**config.mk**
```make
export PLATFORM = sky130hd
export DESIGN_NAME = mmio_uart_tx
export DESIGN_NICKNAME = d
export VERILOG_FILES = /design/src/rtl/mmio_uart_tx.sv
export SDC_FILE = /design/constraint.sdc
export NUM_CORES = 1
export LEC_CHECK = 0
export ABC_AREA = 1
export ABC_CLOCK_PERIOD_IN_PS = 3300
export CORE_AREA = 4 4 153 155
export CTS_CLUSTER_DIAMETER = 60
export DETAILED_ROUTE_END_ITERATION = 16
export DIE_AREA = 0 0 157 159
export RECOVER_POWER = 100
export SLEW_MARGIN = 20
export SYNTH_ARGS = -nofsm -noshare
export SYNTH_HDL_FRONTEND = slang
export SYNTH_SLANG_ARGS = --single-unit
export TNS_END_PERCENT = 10
```
**constraint.sdc**
```tcl
create_clock -name clock -period 3.3 [get_ports clock]
set_input_delay 0.495 -clock clock [delete_from_list [all_inputs] [get_ports clock]]
set_output_delay 0.495 -clock clock [all_outputs]
set_load 0.02 [all_outputs]
```
**src/rtl/mmio_uart_tx.sv**
```systemverilog
// mmio_uart_tx: memory-mapped 8N1 UART transmitter with a byte FIFO.
// Registers at BASE_ADDR: TXDATA (+0), STATUS (+8), DIVISOR (+16).
module mmio_uart_tx #(
    parameter logic [63:0] BASE_ADDR       = 64'h0000_0000_0001_0000,
    parameter int          FIFO_DEPTH      = 8,
    parameter logic [15:0] DEFAULT_DIVISOR = 16'd434
) (
    input  logic        clock,
    input  logic        reset,
    input  logic [63:0] address,
    input  logic [63:0] wdata,
    input  logic        wr_en,
    input  logic        rd_en,
    output logic [63:0] rdata,
    output logic        sel,
    output logic        tx,
    output logic        irq
);
    localparam int AW = $clog2(FIFO_DEPTH);
    localparam int CW = $clog2(FIFO_DEPTH + 1);

    typedef enum logic [1:0] {
        IDLE,
        START,
        DATA,
        STOP
    } state_e;

    state_e        state_q, state_d;
    logic [7:0]    mem_q [FIFO_DEPTH];
    logic [AW-1:0] wptr_q, rptr_q;
    logic [CW-1:0] cnt_q, cnt_d;
    logic          ovf_q, ovf_d;
    logic [15:0]   div_q, div_d;
    logic [7:0]    shreg_q, shreg_d;
    logic [15:0]   per_q, per_d;
    logic [15:0]   baud_q, baud_d;
    logic [2:0]    bit_q, bit_d;
    logic          tx_q, tx_d;
    logic          irq_q, irq_d;

    logic hit_tx, hit_st, hit_div;
    logic push, push_ok, pop;
    logic full, empty, busy, bit_end;
    logic [7:0] status;
    logic unused_wdata;

    assign hit_tx  = (address == BASE_ADDR);
    assign hit_st  = (address == BASE_ADDR + 64'd8);
    assign hit_div = (address == BASE_ADDR + 64'd16);
    assign sel     = hit_tx | hit_st | hit_div;

    assign full    = (cnt_q == CW'(FIFO_DEPTH));
    assign empty   = (cnt_q == '0);
    assign busy    = (state_q != IDLE);
    assign push    = wr_en & hit_tx;
    assign push_ok = push & ~full;
    assign bit_end = (baud_q == per_q - 16'd1);

    assign status = {4'(cnt_q), ovf_q, busy, empty, full};
    assign unused_wdata = ^wdata[63:16];

    always_comb begin
        rdata = '0;
        if (rd_en && hit_st) begin
            rdata = {56'd0, status};
        end else if (rd_en && hit_div) begin
            rdata = {48'd0, div_q};
        end
    end

    // A push into a full FIFO is lost even if a pop frees a slot this edge.
    always_comb begin
        ovf_d = ovf_q;
        if (push && full) begin
            ovf_d = 1'b1;
        end else if (rd_en && hit_st) begin
            ovf_d = 1'b0;
        end
    end

    always_comb begin
        div_d = div_q;
        if (wr_en && hit_div) begin
            div_d = wdata[15:0];
        end
    end

    always_comb begin
        state_d = state_q;
        shreg_d = shreg_q;
        per_d   = per_q;
        baud_d  = baud_q;
        bit_d   = bit_q;
        tx_d    = tx_q;
        pop     = 1'b0;
        unique case (state_q)
            IDLE: begin
                tx_d = 1'b1;
                pop  = ~empty;
            end
            START: begin
                if (bit_end) begin
                    state_d = DATA;
                    baud_d  = '0;
                    tx_d    = shreg_q[0];
                end else begin
                    baud_d = baud_q + 16'd1;
                end
            end
            DATA: begin
                if (bit_end) begin
                    baud_d = '0;
                    if (bit_q == 3'd7) begin
                        state_d = STOP;
                        bit_d   = '0;
                        tx_d    = 1'b1;
                    end else begin
                        shreg_d = shreg_q >> 1;
                        bit_d   = bit_q + 3'd1;
                        tx_d    = shreg_q[1];
                    end
                end else begin
                    baud_d = baud_q + 16'd1;
                end
            end
            STOP: begin
                if (bit_end) begin
                    baud_d = '0;
                    if (!empty) begin
                        pop = 1'b1;
                    end else begin
                        state_d = IDLE;
                        tx_d    = 1'b1;
                    end
                end else begin
                    baud_d = baud_q + 16'd1;
                end
            end
        endcase
        // Frame start: load head byte and freeze the bit period.
        if (pop) begin
            state_d = START;
            shreg_d = mem_q[rptr_q];
            per_d   = (div_q == 16'd0) ? 16'd1 : div_q;
            baud_d  = '0;
            bit_d   = '0;
            tx_d    = 1'b0;
        end
    end

    assign cnt_d = cnt_q + CW'(push_ok) - CW'(pop);
    assign irq_d = (cnt_d == '0) && (state_d == IDLE);

    always_ff @(posedge clock) begin
        if (push_ok) begin
            mem_q[wptr_q] <= wdata[7:0];
        end
    end

    always_ff @(posedge clock or negedge reset) begin
        if (!reset) begin
            state_q <= IDLE;
            wptr_q  <= '0;
            rptr_q  <= '0;
            cnt_q   <= '0;
            ovf_q   <= 1'b0;
            div_q   <= DEFAULT_DIVISOR;
            shreg_q <= '0;
            per_q   <= 16'd1;
            baud_q  <= '0;
            bit_q   <= '0;
            tx_q    <= 1'b1;
            irq_q   <= 1'b1;
        end else begin
            state_q <= state_d;
            if (push_ok) begin
                wptr_q <= wptr_q + AW'(1);
            end
            if (pop) begin
                rptr_q <= rptr_q + AW'(1);
            end
            cnt_q   <= cnt_d;
            ovf_q   <= ovf_d;
            div_q   <= div_d;
            shreg_q <= shreg_d;
            per_q   <= per_d;
            baud_q  <= baud_d;
            bit_q   <= bit_d;
            tx_q    <= tx_d;
            irq_q   <= irq_d;
        end
    end

    assign tx  = tx_q;
    assign irq = irq_q;

endmodule

```
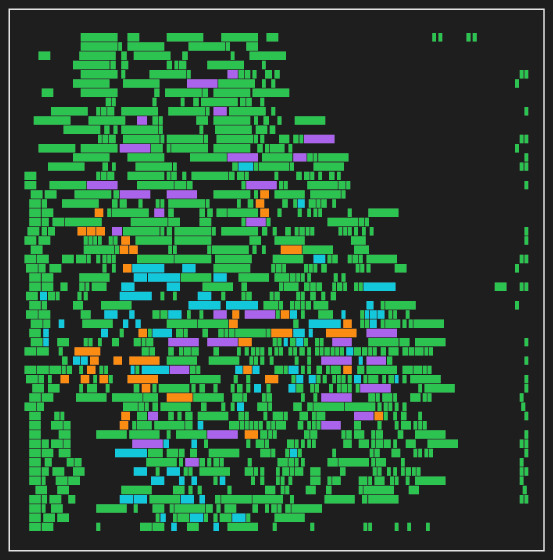
Figure 1: cell sizes after repair.
- green: _0 and _1 cells (cells 848)
- cyan: _2 cells (cells 74)
- purple: _6 and larger (cells 32)
- orange: _3 and _4 cells (cells 38)
bufs w/o clock: 132
Final Cell Area: 9517 um^2

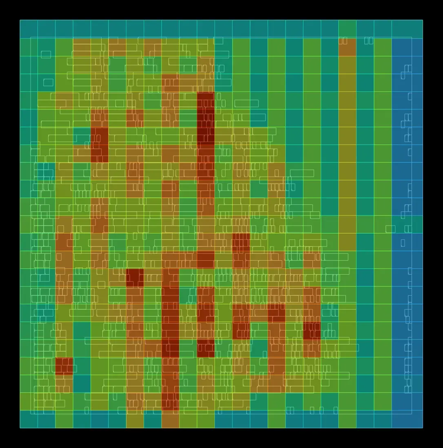
Figure 2: track usage over the die.
Finished Core Util: 0.4361
Overall Global Routing Usage: 0.1426
WL per Instance: 14.09 um

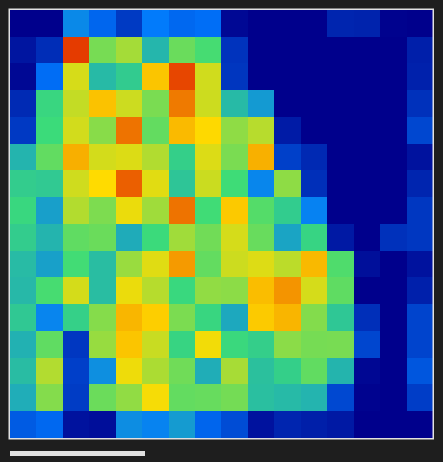
Figure 3: cell density map.
Bar = 50 um. The die is cut into 16 by 16 equal tiles; dark blue is low, red is high, 0 to 100% covered.
- nearly empty tiles: 20%
- tiles over 75% full: 9.0%
- densest ninth of the die: centre
Placeable Area: 21820 um^2
Initial Util: 0.3497

==> flow_summary.yaml <==
# implementation run metrics
synthesis:
  yosysUniqueCellTypes: 44
  ys_area_um2: 7632
  syn-mean-instance-area_um2: 8.927
  synthFlopType: "dfrtp_1"
  synth_flops: 138
  synthTopCellsByCount: "nand2_1 (211), inv_1 (75), nor2_1 (74)"
  edf_count: 64
  synthCells: 855
final_timing:
  setup_violations: 1
  slew_viol_final: 39
  fin_crit_sh: 1.005
  setup_tns_ps: -15.00
  fin_ws_ps: -15.00
routing:
  first_pass_iters: 5
  wl_met3_um: 1121
  via_per_inst: 4.737
  route.detailed.drc: 0
job:
  maxCapViolCount: 1
outcome:
  violations: "max-capacitance violations, max-slew violations, negative setup slack"
  outcome: "finished, violations left"
critical_path:
  critical_path.startpoint: "per_q[0]$_DFFE_PN1N_"
  cpMaxStageDelayCell: "dfstp_2"
  rr_endpoint: "irq$_DFF_PN1_"
  endpoint: "irq$_DFF_PN1_"
placement:
  gp_congestion: 0.8207
  place_area_um2: 8892
  place.port_buffers: 102
  dpl.hpwl_um: 13100
final_layout:
  clk_share: 0.06429
  nets: 1129
pwr:
  ir_drop_v: 0.0003603
  pwr_density_cell_nw_per_um2: 409.9
floorplan:
  die_h_um: 159
hold_path:
  hold_class: "reg -> reg"
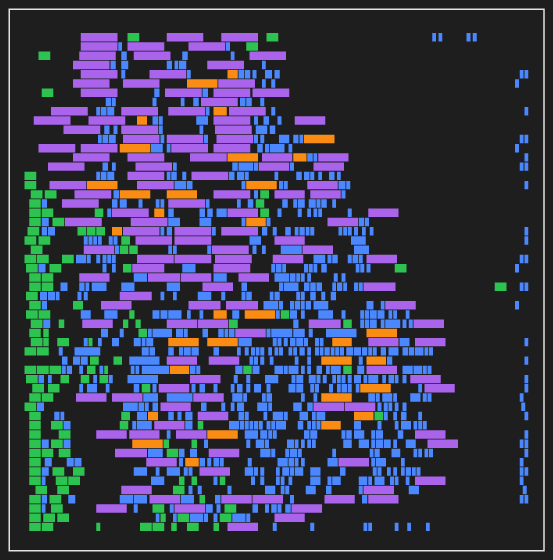
Figure 4: cell classes on the final placement.
- purple: sequential cells (cells 138)
- green: remaining buffers and delay cells (cells 132)
- blue: combinational and other logic (cells 690)
- orange: clock drivers and dummy loads (cells 32)
flop share of the area: 0.3976
FP Rows: 54

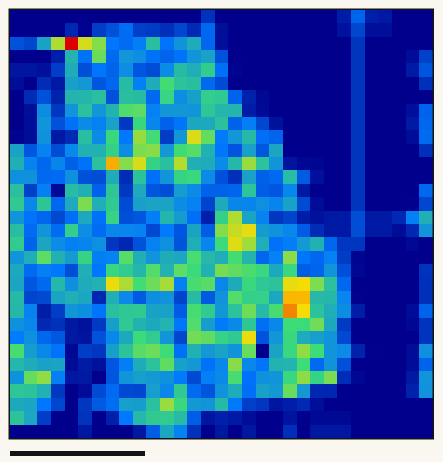
Figure 5: wiring heat map.
Bar = 50 um. The die is cut into 31 by 32 equal tiles; dark blue is low, red is high, scaled to the fullest tile. Values are wire area over tile area, all layers added.
- emptiest ninth of the die: upper right
- nearly empty tiles: 28%
- densest ninth of the die: centre
- fullest tile: 0.54
- mean over tiles: 0.12
- tiles over half the peak: 7.9%
DR vias: 6025
final wirelength: 17920 um

==> worst min-delay path, delay by kind of cell (launching register included) <==
kind | cells | cell delay (ps)
flip-flops | 1 | 370
AND/OR/NAND/NOR | 2 | 90
==> logic make-up (layout without fill, tap and decap cells) <==
family / count (synthesis) / count (layout) / share of synthesized area
xor+xnor: 32 / 32 / 0.03672
simple gates: 395 / 395 / 0.2307
buf+inv: 153 / 243 / 0.1059
mux: 16 / 16 / 0.02361
compound gates: 102 / 102 / 0.07639
fa+ha+maj: 18 / 18 / 0.03049
other cells: 1 / 48 / 0.0004913
flops: 138 / 138 / 0.4957
==> worst min path at each step <==
stage / endpoint / start / depth (start not counted) / slack, ps
floorplan: baud_q[0]$_DFFE_PN0P_ / reset / 0 / 200
global placement: tx$_DFFE_PN1P_ / tx$_DFFE_PN1P_ / 2 / 450
detailed placement: tx$_DFFE_PN1P_ / tx$_DFFE_PN1P_ / 2 / 460
CTS: div_q[11]$_DFFE_PN0P_ / reset / 1 / 260
global route: tx$_DFFE_PN1P_ / tx$_DFFE_PN1P_ / 2 / 500
finish: tx$_DFFE_PN1P_ / tx$_DFFE_PN1P_ / 2 / 470
==> where the power goes <==
group | internal, mW | total (mW) | switching (mW)
combinational | 0.0874 | 0.185 | 0.0973
clock | 1.03 | 1.92 | 0.886
sequential | 1.80 | 1.80 | 0
==> flip-flops by register name, indices dropped and copies added (netlist names) <==
signal,count
shreg_q,8
cnt_q,4
irq,1
wptr_q,3
ovf_q,1
div_q,16
mem_q,64
state_q,2
bit_q,3
tx,1
per_q,16
rptr_q,3
baud_q,16
==> repair_timing <==
action | 4_1_cts | 5_1_grt
setup buffers | 0 | 1
pin swaps | 0 | 12
resized | 25 | 47
endpoints found under the setup margin | 18 | 19
Power figures rest on the tool's default switching activity, not on a simulated workload.
